==> config.mk <==
export PLATFORM = sky130hd
export DESIGN_NAME = mem_stage_flat
export DESIGN_NICKNAME = d
export VERILOG_FILES = /design/src/rtl/mem_stage_pkg.sv /design/src/rtl/mem_stage_if.sv /design/src/rtl/mem_stage.sv /design/src/flat_wrapper.sv
export SDC_FILE = /design/constraint.sdc
export NUM_CORES = 1
export LEC_CHECK = 0
export ABC_AREA = 0
export CAP_MARGIN = 20
export CORE_AREA = 3 3 257 259
export DETAILED_ROUTE_END_ITERATION = 8
export DIE_AREA = 0 0 260 262
export MAX_ROUTING_LAYER = met4
export SLEW_MARGIN = 20
export SYNTH_ARGS = -nofsm -noshare
export SYNTH_HDL_FRONTEND = slang
export SYNTH_SLANG_ARGS = --single-unit
==> constraint.sdc <==
create_clock -name CLK -period 16.4 [get_ports CLK]
set_input_delay 1.64 -clock CLK [delete_from_list [all_inputs] [get_ports CLK]]
set_output_delay 1.64 -clock CLK [all_outputs]
set_load 0.005 [all_outputs]
pdn.png
The bar under the picture is 100 µm long. Pins as bars on the die edge. Tap cells in gray.
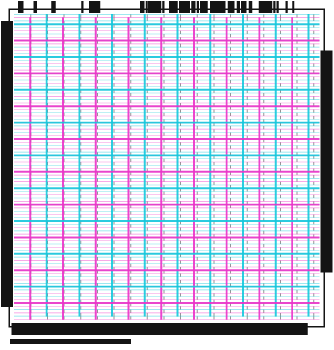
magenta -> VSS
cyan -> VDD
met4 straps = 18
rows = 93
die height: 262 µm
worst-case vdd ir drop: 75.7 µV

cell_classes.png
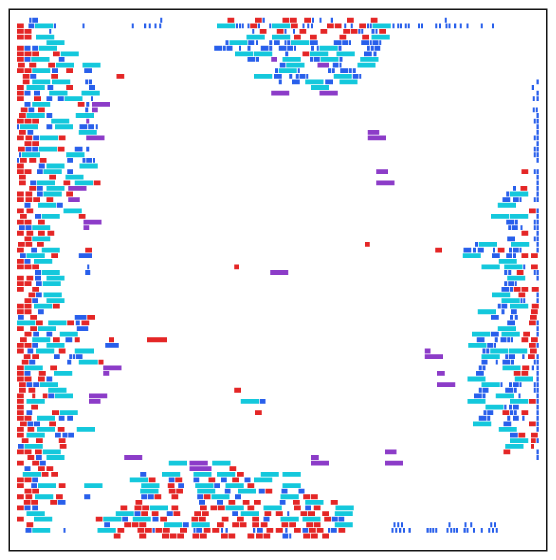
purple -> clock drivers and dummy loads  # cells 32
red -> other buffers and delay cells  # cells 326
cyan -> flip-flops  # cells 171
blue -> all other logic  # cells 440
# rows: 93
core area: 64,100 µm²
Non-Filler Cell Area, Final: 12,000 µm²
post-layout util: 0.187
sequential cell area share: 0.357

clock_map.png
The bar under the picture is 100 µm long.
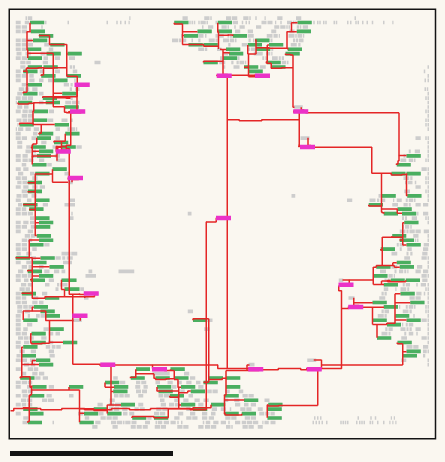
magenta -> cells driving clock nets  # count 17
green -> flip-flops  # count 171
red -> clock wires  # length 3,070 µm
flops lie = spread over the die
clock power share: 0.222
latest clock arrival within the worst-skew pair: 0.48 ns

metal_stack.png
The bar under the picture is 100 µm long. Two of the layers only.
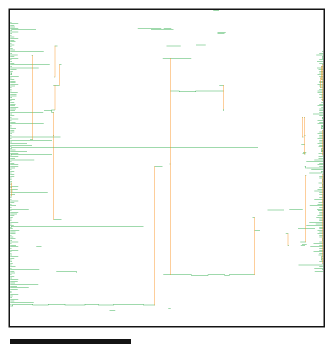
orange -> met4  # wire length 849 µm
green -> met3  # wire length 2,230 µm
via total after detailed routing: 6,013
Post-Route WL: 27,000 µm
all-layer global routing usage: 0.0806

==> flow_summary.toml <==
# generated from flow reports
[global_route]
grt_first_pass_wirelength_um = 39000
grt_max_degree = 107
antenna_found_initial = 2
gr-usage-met1 = 0.0914
grt_pass1_vias = 6382
top_usage_layer = "met2"
met2_usage = 0.123

[finish]
final_nets = 1259
largestClassByArea = "registers"
antenna-diode-count = 1
comb_share = 0.228
fillCellCount = 6999
bufAreaShareNonClock = 0.272
inverters = 2
buffers = 326
logic_gate_count = 438
fin_cells = 1825
drive_gt1_frac = 0.0795
largest_register_ffs = 136
syn2layout_area_growth_pct = 43.1
comb_area_um2 = 2740
seq_area_um2 = 4280
clk_share = 0.0521
design.seq.count = 171

[cts]
numCtsBuffers = 17
cts.clk_slew.worst_paths_ns = 0.07
cts_root_buf = "clkbuf_16"
post_cts_buffers = 0
cts_tree = "built"
cts_resized = 0
clockBufferDepth = 2
h-tree-depth = 4
cts_sinks = 171

[final_timing]
setup_slack_ns = 11.10
fin_skew_ns = 0.0226
setup_viol = 0
report.final.slew_viol_count = 0
fin_crit_ns = 5.30
fin_setup_tns_ns = 0
hold_viol_final = 0
grt_setup_unrepaired = "false"
post-route-period-util = 0.323
worst_slew_margin_rel = 0.367
worst_hold_slack_ns = 0.489

[pwr]
power_density_nw_per_um2 = 162
p_total_mw = 1.94

[yosys]
synth.cellmix.adderShare = 0
logic_family = "buffers and inverters"
yosys_area_um2 = 8370
synth_area_per_cell_um2 = 11.5
netlist_instances = 729
yosys-top-cells-area = "dfrtp_1 51%, buf_4 20%, a22o_1 11%, a311oi_1 3.3%, mux2_2 3.0%"
syn-cell-area_um2 = 8370
yosysUniqueCellTypes = 28
ys_seq_elements = 171
ys_sh_xor = 0
synthSimpleGateAreaFrac = 0.0409
top_area_cell = "dfrtp_1"
ys_cells = 729
synth_top_area_share = 0.511
synth-seq-area-share = 0.511

[worst_setup_path]
required_ns = 14.76
path_max_fanout = 36
cp-start-kind = "primary input"
r2r_cells = 5
crit_arrival_ns = 3.66
r2r_slack_ns = 13.65
path_class = "in -> out"

[floorplanning]
chip_area_um2 = 68100
fp_util = 0.131
taps = 855
design.portCount = 668
die_w_um = 260

[routing]
drtIter0Drc = 362
wl_met1_um = 11300
postRouteAntennaNets = 0
avgRoutedWirePerCell_um = 14.8
route.met2.wl_um = 12700
firstDrtPassIters = 4
viasPerCell = 3.29
routed-wl-met3_um = 2230
top_layer_used = "met4"

[placement]
dp_worst_setup_slack_ns = 11.10
place_inst = 1792
port_buffers = 315
routabilityCongestion = 0.727
place_area_um2 = 11400
dp.final_hpwl_um = 18800

[hold_path]
hold_depth = 1
hold_path_class = "reg -> reg"

[flow_run]
drv_cap = 0

[outcome]
status = "finished clean"
==> where the power goes <==
| part | total (mW) | switching, mW | leakage [nW] | internal [mW] |
|---|---|---|---|---|
| registers | 0.741 | 0.118 | 2.09 | 0.624 |
| logic | 0.771 | 0.292 | 2.50 | 0.479 |
| clock network | 0.432 | 0.212 | 0.303 | 0.220 |
| total | 1.94 | 0.622 | 4.90 | 1.32 |
==> critical path, cell delays in order <==
cell	delay [ns]
clkdlybuf4s50_1	0.56
o21ba_2	0.17
buf_4	0.48
and2_1	0.27
clkdlybuf4s50_1	0.54
==> Yosys cell counts <==
cell type	number
a21bo_2	1
a21boi_1	1
a21oi_2	1
a221o_1	1
a22o_1	105
a311oi_1	32
and2_1	1
and3_1	1
buf_1	6
buf_2	18
buf_4	227
buf_6	8
clkbuf_1	18
conb_1	1
dfrtp_1	171
inv_1	1
inv_2	1
mux2_1	10
mux2_2	22
nand3_1	32
nor2_1	33
nor3_1	1
nor3b_1	1
nor3b_4	1
nor4_1	1
nor4b_1	1
o21ai_0	32
o21ba_1	1
==> cell usage in the layout, fill, tap and decap left out, types with 2 or more instances in the layout <==
| cell type | count |
|---|---|
| a22o_1 | 105 |
| a311oi_1 | 32 |
| buf_2 | 2 |
| buf_4 | 7 |
| buf_6 | 3 |
| clkbuf_16 | 17 |
| clkdlybuf4s50_1 | 313 |
| clkinv_8 | 6 |
| conb_1 | 160 |
| dfrtp_1 | 169 |
| dfrtp_2 | 2 |
| inv_6 | 4 |
| inv_8 | 3 |
| mux2_1 | 10 |
| mux2_2 | 22 |
| nand3_1 | 32 |
| nor2_1 | 33 |
| o21ai_0 | 32 |
Power is estimated from default activity; no workload was simulated.
